[src/rtl/vip_median_filter_3x3_8bit_pkg.sv]
// Shared constants, types and compare helpers for the 3x3 median filter.
// Pixel width is fixed at 8 bits. The counters used by the optional border
// pass-through are 11 bits wide.
package vip_pkg;

  localparam int unsigned VIP_DATA_W   = 8;
  localparam int unsigned VIP_CNT_W    = 11;
  localparam int unsigned VIP_PIPE_LAT = 3;

  typedef logic [VIP_DATA_W-1:0] pix_t;
  typedef logic [VIP_CNT_W-1:0]  cnt_t;

  // Saturation value for the line and column counters.
  localparam cnt_t VIP_CNT_MAX = 11'h7FF;

  // Unsigned minimum of two pixels. On a tie either operand is correct.
  function automatic pix_t min2(input pix_t a, input pix_t b);
    return (a < b) ? a : b;
  endfunction

  // Unsigned maximum of two pixels.
  function automatic pix_t max2(input pix_t a, input pix_t b);
    return (a > b) ? a : b;
  endfunction

  function automatic pix_t min3(input pix_t a, input pix_t b, input pix_t c);
    return min2(min2(a, b), c);
  endfunction

  function automatic pix_t max3(input pix_t a, input pix_t b, input pix_t c);
    return max2(max2(a, b), c);
  endfunction

  // The median is the larger of min(a,b) and min(max(a,b), c).
  function automatic pix_t mid3(input pix_t a, input pix_t b, input pix_t c);
    return max2(min2(a, b), min2(max2(a, b), c));
  endfunction

endpackage

[src/rtl/vip_median_filter_3x3_8bit_if.sv]
// Pixel-stream bundle between the matrix generator and the median filter.
// The master drives the window and input syncs. The slave (the filter)
// drives the delayed syncs and the median.
interface vip_median_filter_3x3_8bit_if;
  import vip_pkg::*;

  logic per_frame_vsync;
  logic per_frame_href;
  logic per_frame_clken;
  pix_t matrix_p11, matrix_p12, matrix_p13;
  pix_t matrix_p21, matrix_p22, matrix_p23;
  pix_t matrix_p31, matrix_p32, matrix_p33;

  logic post_frame_vsync;
  logic post_frame_href;
  logic post_frame_clken;
  pix_t post_img_y;

  modport master (
    output per_frame_vsync, per_frame_href, per_frame_clken,
    output matrix_p11, matrix_p12, matrix_p13,
    output matrix_p21, matrix_p22, matrix_p23,
    output matrix_p31, matrix_p32, matrix_p33,
    input  post_frame_vsync, post_frame_href, post_frame_clken, post_img_y
  );

  modport slave (
    input  per_frame_vsync, per_frame_href, per_frame_clken,
    input  matrix_p11, matrix_p12, matrix_p13,
    input  matrix_p21, matrix_p22, matrix_p23,
    input  matrix_p31, matrix_p32, matrix_p33,
    output post_frame_vsync, post_frame_href, post_frame_clken, post_img_y
  );

endinterface

[src/rtl/vip_median_filter_3x3_8bit_sort3.sv]
// One-clock registered three-input sorter. The outputs are the max, mid and
// min of the inputs sampled on the previous clock. This is the building block
// of every stage of the median network.
module vip_sort3_8bit
  import vip_pkg::*;
(
  input  logic clk,
  input  logic rst_n,
  input  pix_t in_a,
  input  pix_t in_b,
  input  pix_t in_c,
  output pix_t max,
  output pix_t mid,
  output pix_t min
);

  pix_t max_r, mid_r, min_r;

  // Register the sorted triple so that each network stage is exactly one clock.
  always_ff @(posedge clk or negedge rst_n) begin
    if (!rst_n) begin
      max_r <= 8'h00;
      mid_r <= 8'h00;
      min_r <= 8'h00;
    end else begin
      max_r <= max3(in_a, in_b, in_c);
      mid_r <= mid3(in_a, in_b, in_c);
      min_r <= min3(in_a, in_b, in_c);
    end
  end

  assign max = max_r;
  assign mid = mid_r;
  assign min = min_r;

endmodule

[src/rtl/vip_median_filter_3x3_8bit.sv]
// 3x3 median filter for an 8-bit pixel stream. The network has three
// registered stages:
//   stage 1 sorts each window row.
//   stage 2 takes the min of the row maxima, the median of the row mids and
//           the max of the row minima.
//   stage 3 takes the median of those three values.
// vsync, href and clken are delayed three clocks to line up with the median.
// post_img_y is forced to zero outside active lines.
// Optional feature (macro VIP_MEDIAN_BORDER_PASS_EN): pixels on the outer
// row or column of the image pass the centre pixel through unfiltered.
module vip_median_filter_3x3_8bit
  import vip_pkg::*;
#(
  parameter int unsigned IMG_H_DISP = 640,
  parameter int unsigned IMG_V_DISP = 480
)
(
  input logic                          clk,
  input logic                          rst_n,
  vip_median_filter_3x3_8bit_if.slave  bus
);

  // ---------------- stage 1: per-row sort ----------------
  pix_t row_max_s [3];
  pix_t row_mid_s [3];
  pix_t row_min_s [3];

  vip_sort3_8bit u_row1 (
    .clk(clk), .rst_n(rst_n),
    .in_a(bus.matrix_p11), .in_b(bus.matrix_p12), .in_c(bus.matrix_p13),
    .max(row_max_s[0]), .mid(row_mid_s[0]), .min(row_min_s[0])
  );

  vip_sort3_8bit u_row2 (
    .clk(clk), .rst_n(rst_n),
    .in_a(bus.matrix_p21), .in_b(bus.matrix_p22), .in_c(bus.matrix_p23),
    .max(row_max_s[1]), .mid(row_mid_s[1]), .min(row_min_s[1])
  );

  vip_sort3_8bit u_row3 (
    .clk(clk), .rst_n(rst_n),
    .in_a(bus.matrix_p31), .in_b(bus.matrix_p32), .in_c(bus.matrix_p33),
    .max(row_max_s[2]), .mid(row_mid_s[2]), .min(row_min_s[2])
  );

  // ---------------- stage 2: column reduction ----------------
  pix_t min_of_max_r;
  pix_t max_of_min_r;
  pix_t mid_of_mid_s;
  pix_t s2_unused_hi_s;
  pix_t s2_unused_lo_s;

  // The min of the maxima and the max of the minima are single compare chains.
  // They are registered here so that they stay level with the mid-of-mid sorter.
  always_ff @(posedge clk or negedge rst_n) begin
    if (!rst_n) begin
      min_of_max_r <= 8'h00;
      max_of_min_r <= 8'h00;
    end else begin
      min_of_max_r <= min3(row_max_s[0], row_max_s[1], row_max_s[2]);
      max_of_min_r <= max3(row_min_s[0], row_min_s[1], row_min_s[2]);
    end
  end

  vip_sort3_8bit u_mid_of_mid (
    .clk(clk), .rst_n(rst_n),
    .in_a(row_mid_s[0]), .in_b(row_mid_s[1]), .in_c(row_mid_s[2]),
    .max(s2_unused_hi_s), .mid(mid_of_mid_s), .min(s2_unused_lo_s)
  );

  // ---------------- stage 3: final median ----------------
  pix_t median_s;
  pix_t s3_unused_hi_s;
  pix_t s3_unused_lo_s;

  vip_sort3_8bit u_final (
    .clk(clk), .rst_n(rst_n),
    .in_a(min_of_max_r), .in_b(mid_of_mid_s), .in_c(max_of_min_r),
    .max(s3_unused_hi_s), .mid(median_s), .min(s3_unused_lo_s)
  );

  // ---------------- sync alignment ----------------
  logic [VIP_PIPE_LAT-1:0] vsync_d_r;
  logic [VIP_PIPE_LAT-1:0] href_d_r;
  logic [VIP_PIPE_LAT-1:0] clken_d_r;

  // Three-deep shift registers. Tap 2 lines up with the stage 3 median.
  always_ff @(posedge clk or negedge rst_n) begin
    if (!rst_n) begin
      vsync_d_r <= 3'b000;
      href_d_r  <= 3'b000;
      clken_d_r <= 3'b000;
    end else begin
      vsync_d_r <= {vsync_d_r[VIP_PIPE_LAT-2:0], bus.per_frame_vsync};
      href_d_r  <= {href_d_r[VIP_PIPE_LAT-2:0],  bus.per_frame_href};
      clken_d_r <= {clken_d_r[VIP_PIPE_LAT-2:0], bus.per_frame_clken};
    end
  end

`ifdef VIP_MEDIAN_BORDER_PASS_EN
  // ---------------- border pass-through ----------------
  cnt_t                    col_cnt_r;
  cnt_t                    row_cnt_r;
  logic                    href_prev_r;
  logic                    border_s;
  logic [VIP_PIPE_LAT-1:0] border_d_r;
  pix_t                    p22_d_r [VIP_PIPE_LAT];

  // Column counter: counts pixels within a line. Row counter: counts line ends
  // within a frame. Both saturate at 2047.
  always_ff @(posedge clk or negedge rst_n) begin
    if (!rst_n) begin
      col_cnt_r   <= 11'd0;
      row_cnt_r   <= 11'd0;
      href_prev_r <= 1'b0;
    end else begin
      if (!bus.per_frame_href) begin
        col_cnt_r <= 11'd0;
      end else if (bus.per_frame_clken && (col_cnt_r != VIP_CNT_MAX)) begin
        col_cnt_r <= col_cnt_r + 11'd1;
      end else begin
        col_cnt_r <= col_cnt_r;
      end

      if (bus.per_frame_vsync) begin
        row_cnt_r <= 11'd0;
      end else if (href_prev_r && !bus.per_frame_href && (row_cnt_r != VIP_CNT_MAX)) begin
        row_cnt_r <= row_cnt_r + 11'd1;
      end else begin
        row_cnt_r <= row_cnt_r;
      end

      href_prev_r <= bus.per_frame_href;
    end
  end

  // A pixel is on the border if it lies in the first or last column or row.
  always_comb begin
    border_s = 1'b0;
    if ((col_cnt_r == 11'd0) || (col_cnt_r == cnt_t'(IMG_H_DISP - 1)) ||
        (row_cnt_r == 11'd0) || (row_cnt_r == cnt_t'(IMG_V_DISP - 1))) begin
      border_s = 1'b1;
    end else begin
      border_s = 1'b0;
    end
  end

  // Carry the border flag and the centre pixel alongside the sorting network.
  always_ff @(posedge clk or negedge rst_n) begin
    if (!rst_n) begin
      border_d_r <= 3'b000;
      for (int i = 0; i < VIP_PIPE_LAT; i++) begin
        p22_d_r[i] <= 8'h00;
      end
    end else begin
      border_d_r <= {border_d_r[VIP_PIPE_LAT-2:0], border_s};
      p22_d_r[0] <= bus.matrix_p22;
      for (int i = 1; i < VIP_PIPE_LAT; i++) begin
        p22_d_r[i] <= p22_d_r[i-1];
      end
    end
  end
`else
  // The image geometry only matters for border handling.
  localparam int unsigned geom_unused = IMG_H_DISP + IMG_V_DISP;
`endif

  pix_t post_y_s;

  // Output select: blank outside active lines. Otherwise output the median,
  // or the centre pixel on a border when that feature is built.
  always_comb begin
    post_y_s = 8'h00;
    if (href_d_r[VIP_PIPE_LAT-1]) begin
`ifdef VIP_MEDIAN_BORDER_PASS_EN
      if (border_d_r[VIP_PIPE_LAT-1]) begin
        post_y_s = p22_d_r[VIP_PIPE_LAT-1];
      end else begin
        post_y_s = median_s;
      end
`else
      post_y_s = median_s;
`endif
    end else begin
      post_y_s = 8'h00;
    end
  end

  assign bus.post_frame_vsync = vsync_d_r[VIP_PIPE_LAT-1];
  assign bus.post_frame_href  = href_d_r[VIP_PIPE_LAT-1];
  assign bus.post_frame_clken = clken_d_r[VIP_PIPE_LAT-1];
  assign bus.post_img_y       = post_y_s;

endmodule

[src/flat_wrapper.sv]
// flat-port wrapper written by rule: the top's interface ports become plain ports
module vip_median_filter_3x3_8bit_flat import vip_pkg::*;
#(
  parameter int unsigned IMG_H_DISP = 640,
  parameter int unsigned IMG_V_DISP = 480
)
  (clk, rst_n, bus_per_frame_vsync, bus_per_frame_href, bus_per_frame_clken, bus_matrix_p11, bus_matrix_p12, bus_matrix_p13, bus_matrix_p21, bus_matrix_p22, bus_matrix_p23, bus_matrix_p31, bus_matrix_p32, bus_matrix_p33, bus_post_frame_vsync, bus_post_frame_href, bus_post_frame_clken, bus_post_img_y);
  vip_median_filter_3x3_8bit_if bus_i ();
  input logic clk;
  input logic rst_n;
  input wire logic [$bits(bus_i.per_frame_vsync)-1:0] bus_per_frame_vsync;
  input wire logic [$bits(bus_i.per_frame_href)-1:0] bus_per_frame_href;
  input wire logic [$bits(bus_i.per_frame_clken)-1:0] bus_per_frame_clken;
  input wire logic [$bits(bus_i.matrix_p11)-1:0] bus_matrix_p11;
  input wire logic [$bits(bus_i.matrix_p12)-1:0] bus_matrix_p12;
  input wire logic [$bits(bus_i.matrix_p13)-1:0] bus_matrix_p13;
  input wire logic [$bits(bus_i.matrix_p21)-1:0] bus_matrix_p21;
  input wire logic [$bits(bus_i.matrix_p22)-1:0] bus_matrix_p22;
  input wire logic [$bits(bus_i.matrix_p23)-1:0] bus_matrix_p23;
  input wire logic [$bits(bus_i.matrix_p31)-1:0] bus_matrix_p31;
  input wire logic [$bits(bus_i.matrix_p32)-1:0] bus_matrix_p32;
  input wire logic [$bits(bus_i.matrix_p33)-1:0] bus_matrix_p33;
  output wire logic [$bits(bus_i.post_frame_vsync)-1:0] bus_post_frame_vsync;
  output wire logic [$bits(bus_i.post_frame_href)-1:0] bus_post_frame_href;
  output wire logic [$bits(bus_i.post_frame_clken)-1:0] bus_post_frame_clken;
  output wire logic [$bits(bus_i.post_img_y)-1:0] bus_post_img_y;
  assign bus_i.per_frame_vsync = bus_per_frame_vsync;
  assign bus_i.per_frame_href = bus_per_frame_href;
  assign bus_i.per_frame_clken = bus_per_frame_clken;
  assign bus_i.matrix_p11 = bus_matrix_p11;
  assign bus_i.matrix_p12 = bus_matrix_p12;
  assign bus_i.matrix_p13 = bus_matrix_p13;
  assign bus_i.matrix_p21 = bus_matrix_p21;
  assign bus_i.matrix_p22 = bus_matrix_p22;
  assign bus_i.matrix_p23 = bus_matrix_p23;
  assign bus_i.matrix_p31 = bus_matrix_p31;
  assign bus_i.matrix_p32 = bus_matrix_p32;
  assign bus_i.matrix_p33 = bus_matrix_p33;
  assign bus_post_frame_vsync = bus_i.post_frame_vsync;
  assign bus_post_frame_href = bus_i.post_frame_href;
  assign bus_post_frame_clken = bus_i.post_frame_clken;
  assign bus_post_img_y = bus_i.post_img_y;
  vip_median_filter_3x3_8bit #(.IMG_H_DISP(IMG_H_DISP), .IMG_V_DISP(IMG_V_DISP)) u_core (.clk(clk), .rst_n(rst_n), .bus(bus_i));
endmodule
[config.mk]
export PLATFORM = sky130hd
export DESIGN_NAME = vip_median_filter_3x3_8bit_flat
export DESIGN_NICKNAME = d
export VERILOG_FILES = /design/src/rtl/vip_median_filter_3x3_8bit_pkg.sv /design/src/rtl/vip_median_filter_3x3_8bit_if.sv /design/src/rtl/vip_median_filter_3x3_8bit_sort3.sv /design/src/rtl/vip_median_filter_3x3_8bit.sv /design/src/flat_wrapper.sv
export SDC_FILE = /design/constraint.sdc
export NUM_CORES = 1
export LEC_CHECK = 0
export ABC_AREA = 1
export CORE_MARGIN = 2
export CORE_UTILIZATION = 60
export CTS_BUF_LIST = sky130_fd_sc_hd__clkbuf_8
export DETAILED_ROUTE_END_ITERATION = 10
export GPL_ROUTABILITY_DRIVEN = 0
export GPL_TIMING_DRIVEN = 0
export PLACE_DENSITY = 0.82
export SLEW_MARGIN = 20
export SYNTH_ARGS = -nofsm -noshare
export SYNTH_HDL_FRONTEND = slang
export SYNTH_SLANG_ARGS = --single-unit
export TNS_END_PERCENT = 10
[constraint.sdc]
create_clock -name clk -period 4.9 [get_ports clk]
set_input_delay 0.98 -clock clk [delete_from_list [all_inputs] [get_ports clk]]
set_output_delay 0.98 -clock clk [all_outputs]
set_load 0.01 [all_outputs]
Run 1, the metal 1 layer:
Drawn at 4 px/micron.
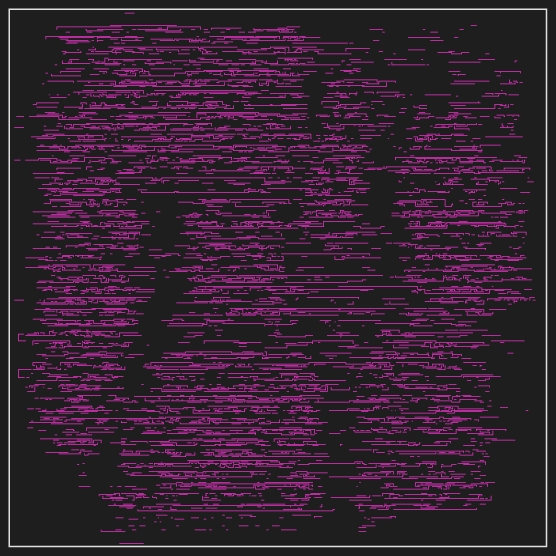
main direction	horizontal
nets with wire on the layer	1,653
share of all routed wire	40%

Run 1, zoomed window:
Region (21, 88) to (46, 113) microns. Cells in grey, sequential cells in the stronger grey; small squares are vias.
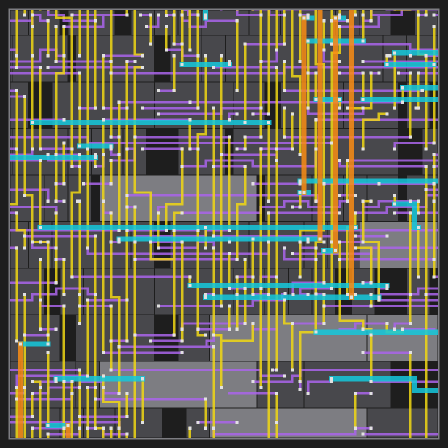
colour	layer
purple	metal 1
yellow	metal 2
cyan	metal 3
orange	metal 4
cells with their middle in the window	73
netlist names of flops here include	u_core.u_row3.min (3), u_core.u_row1.max (1)
sequential cells in the window	4
most frequent	nand2_1 (19), ha_1 (8)

==> run summary, run 1 <==
Status - finished clean
CP startpoint - bus_matrix_p11[5]
Asr flop ratio synth - 100%
Detailed Route WL - 26,900 microns
Late-Pin Clk Latency - 0.45 ns
Min Tclk post-route - 4.89 ns
CTS tree - yes
Max Cap Viol - 0
Post-detail-place hpwl - 20,700 microns
Synth Net Count - 1,631
Core box area - 16,500 sq um
Startpoint types - primary input
Hold Fails Final Rpt - 0
Number of cells in Yosys stat - 1,385
Top post-synthesis cells by count - 394 x nand2_1, 208 x inv_1, 169 x ha_1
IO buf count - 87
Leakage - 6.65 nW
Synth Flop Type - dfrtp_1
Layout cell share with drive strength beyond 1 - 15.8%
Fin nets - 1,774
Synth Cell Area - 10,100 sq um
Clk sinks - 113
Number of antenna violations at the first check in global routing - 0
First DRT Iteration DRCs - 786
Ys Warns - 0
Fill count - 1,174
Crit share post-route - 99.7%
Clk buf depth - 2
Critical path class - primary input to flop
Number of enable flip-flop cells - 0
Vias in the first global route - 9,250
Global Route Usage Sum - 29.4%
Final Total Pwr - 9.58 mW
Run 1, cell sizes after repair:
Drawn at 3 px/micron.
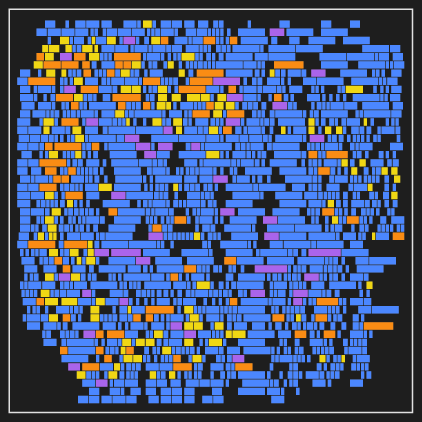
colour	size	cells	share
yellow	_2 cells	122	7.9%
purple	_6 and larger	41	2.7%
blue	_0 and _1 cells	1,298	84%
orange	_3 and _4 cells	80	5.2%

Run 1, routing congestion:
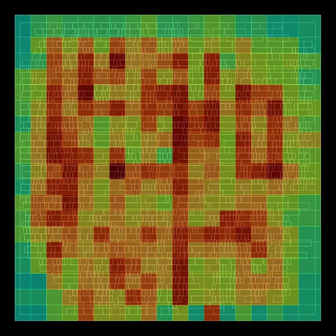
Global Route met1 Usage: 35.6%
routed len/inst: 15.3 microns
GR met2 Demand/Resource: 50.5%
grt peak-use layer: met2
M3 GR Usage: 5.78%

-- run 1: what timing repair did --
action,CTS,global route
gates cloned,0,6
setup buffers,9,21
resized,34,93
pin swaps,6,26
endpoints found under the setup margin,24,44
hold endpoints to repair,0,0
-- run 1: logic make-up (layout without fill, tap and decap cells) --
logic type	after synthesis	in the layout	share of synthesized area (%)
flops	113	113	27.9
buf+inv	239	395	9.27
fa+ha+maj	169	169	20.9
simple gates	586	586	24.7
compound gates	278	278	17.2
-- run 1: worst max-delay path: cells and delay by family --
| kind | cells | cell delay, ns |
|---|---|---|
| compound gates | 9 | 1.34 |
| fa+ha+maj | 3 | 0.94 |
| simple gates | 9 | 0.96 |
| buf+inv | 5 | 1.02 |
-- run 1: metal layers --
layer  track usage [%]  wire (microns)
met4              13.2            1120
met5                 0               0
met3              5.78            1670
met2              50.5           13300
met1              35.6           10700
-- run 1: cell type report --
cell class	count	area, sq um	share of cell area (%)
buffer	23	176	1.41
clock buffer	19	262	2.09
clock inverter	13	149	1.19
inverter	216	811	6.49
multi-input combinational	1033	6780	54.2
sequential	113	2830	22.6
tap	220	275	2.20
timing repair buffer	124	1220	9.77
-- run 1: power by group --
part | internal (mW) | switching, mW | total [mW]
sequential | 1.34 | 0.227 | 1.57
combinational | 2.63 | 4.48 | 7.12
clock | 0.487 | 0.407 | 0.894
-- run 1: through the flow --
stage / cell area [sq um] / instances / setup slack, ns / hold slack (ns)
after floorplan: 10100 / 1385 / 0.134 / 0.331
after global placement: 11300 / 1692 / -1.22 / 0.333
after detailed placement: 11300 / 1693 / -1.13 / 0.335
after CTS: 11900 / 1734 / -0.0222 / 0.349
after global routing: 12500 / 1761 / -0.130 / 0.360
final: 12500 / 1761 / 0.0130 / 0.349
Run 1, placement by cell class:
Drawn at 3 px/micron.
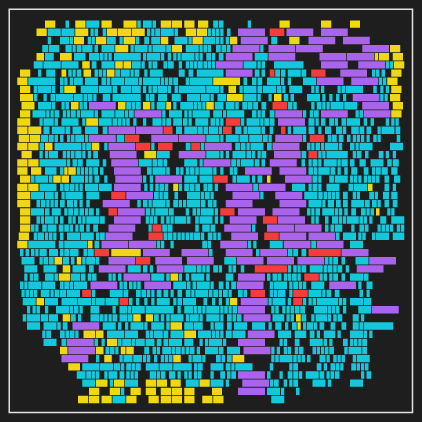

==> run 1 -> run 2 <==
--- a/config.mk
+++ b/config.mk
@@ -6,15 +6,17 @@
 export NUM_CORES = 1
 export LEC_CHECK = 0
 export ABC_AREA = 1
+export CAP_MARGIN = 25
 export CORE_MARGIN = 2
 export CORE_UTILIZATION = 60
 export CTS_BUF_LIST = sky130_fd_sc_hd__clkbuf_8
 export DETAILED_ROUTE_END_ITERATION = 10
 export GPL_ROUTABILITY_DRIVEN = 0
 export GPL_TIMING_DRIVEN = 0
-export PLACE_DENSITY = 0.82
+export PLACE_DENSITY = 0.81
 export SLEW_MARGIN = 20
 export SYNTH_ARGS = -nofsm -noshare
 export SYNTH_HDL_FRONTEND = slang
+export SYNTH_HIERARCHICAL = 1
 export SYNTH_SLANG_ARGS = --single-unit
 export TNS_END_PERCENT = 10
Run 2, placement by cell class:
Drawn at 3 px/micron.
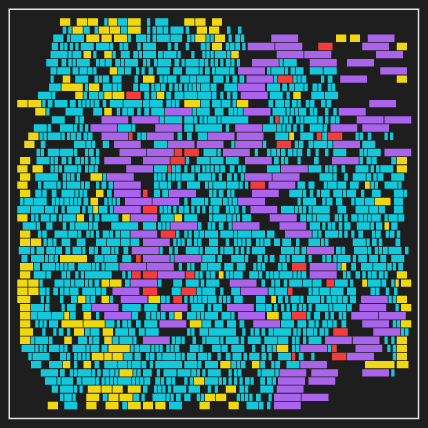
colour	class	cells	share of their area
purple	flops	113	23%
cyan	combinational and other logic	1,218	62%
yellow	other buffers and delay cells	141	12%
red	clock drivers and dummy loads	31	2.6%
post-layout util: 72.1%
final instance area: 12,400 sq um
sequential share of cell area: 22.8%

Run 2, zoomed window:
Region (21, 89) to (46, 114) microns. Cells in grey, sequential cells in the stronger grey; small squares are vias.
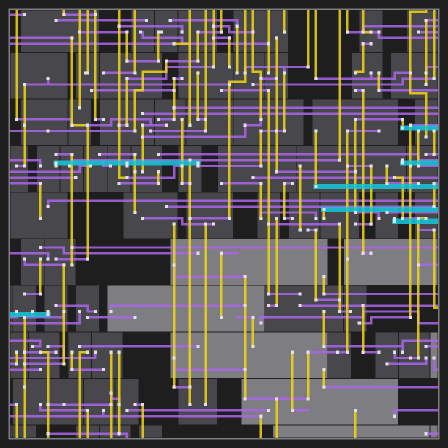
colour	layer
yellow	metal 2
cyan	metal 3
purple	metal 1
netlist names of flops here include	u_core/u_row3/min (4), u_core/u_row1/max (1)
sequential cells in the window	5
most frequent	nand2_1 (14), inv_1 (7), o21ai_0 (6)
cells with their middle in the window	61

==> run 2 against run 1 <==
Compared with the run above:
- the run now ends with setup timing left
- sequential share of layout area up 0.20 points
- synthesized cell count down 1.9%
- clock power down about 20%
- via count down 3.4%
- power down 3.3%
- non-clock buffer count down 6
- routed wire length about the same
- critical path type unchanged
==> run summary, run 2 <==
Routed len/inst - 15.6 microns (+2.0%)
Max Cap Viol - 0 (unchanged)
Synth Net Count - 1,606 (-1.5%)
Worst Slack Setup Final - -0.00364 ns (-0.0166 ns)
IO buf count - 87 (unchanged)
Max layer used - met4
Global Route Usage Sum - 29.4% (+0.087 points)
CTS tree - yes
First DRT Iteration DRCs - 764 (-2.8%)
CP top delay family - buffers and inverters
Ys Warns - 6 (+6)
Violated checks - setup timing
Final worst hold slack - 0.353 ns (+0.00364 ns)
Status - finished with violations
GR met2 Demand/Resource - 50.1% (-0.43 points)
Leakage - 6.62 nW (-0.36%)
Internal power - 4.35 mW (-2.7%)
Late-Pin Clk Latency - 0.44 ns (about the same)
Detailed Route WL - 26,900 microns (about the same)
Crit share post-route - 100% (+0.34 points)
Startpoint types - primary input
Clock share of power - 7.7% (-1.6 points)
M3 GR Usage - 3.91% (-1.9 points)
Levels on crit path - 30 (+15%)
Final setup viols - 1
Clk buf depth - 2 (unchanged)
Worst path bufs/invs - 8 (+3)
Vias in the first global route - 9,099 (-1.6%)
Logic gate share of total power - 75.0% (+0.7 points)
Worst slack, placed - -0.773 ns (+0.353 ns)
Synth Cell Area - 10,400 sq um (+3.1%)
Fill count - 1,362 (+16%)
Min Tclk post-route - 4.90 ns (+0.0166 ns)
Critical path class - primary input to flop
Psw - 4.92 mW (-3.9%)
Fin nets - 1,739 (-2.0%)
-- run 2: what timing repair did --
item,4_1_cts,5_1_grt
resized,9,57
buffers inserted,7,17
endpoints found under the hold margin,0,0
pin swaps,4,22
setup endpoints to repair,24,40
cloned,0,2
-- run 2: worst max path at each step --
stage	start	end
2_1_floorplan	bus_matrix_p32[3]	u_core/u_row3/mid[5]
3_5_place_dp	bus_matrix_p32[3]	u_core/u_row3/mid[7]
5_1_grt	bus_matrix_p32[6]	u_core/u_row3/mid[7]
6_report	bus_matrix_p32[5]	u_core/u_row3/mid[7]
4_1_cts	bus_matrix_p22[7]	u_core/u_row2/mid[1]
3_3_place_gp	rst_n	u_core/u_row1/min[6]
-- run 2: per-stage QoR --
stage / instances / utilization (%) / total power [mW] / area [sq um]
after floorplan: 1358 / - / 6.70 / 10400
after global placement: 1670 / 67.5 / 8.01 / 11600
after detailed placement: 1671 / 67.7 / 8.25 / 11600
after CTS: 1709 / 69.9 / 9.04 / 12000
after global routing: 1728 / 72.1 / 10.3 / 12400
final: 1728 / 72.1 / 9.26 / 12400
-- run 2: cell type report --
type / count / share of cell area (%)
inverter: 207 / 6.27
clock buffer: 17 / 1.89
timing repair buffer: 114 / 9.41
buffer: 27 / 2.11
sequential: 113 / 22.8
clock inverter: 14 / 0.656
tap: 225 / 2.27
multi-input combinational: 1011 / 54.6
-- run 2: power groups by stage --
stage | combinational, mW | sequential (mW) | clock, mW
after CTS | 6.72 | 1.60 | 0.725
after detailed placement | 6.63 | 1.62 | 0
after global placement | 6.40 | 1.61 | 0
after global routing | 7.85 | 1.63 | 0.766
after floorplan | 5.22 | 1.49 | 0
final | 6.95 | 1.60 | 0.712
Power and IR drop assume default switching activity.
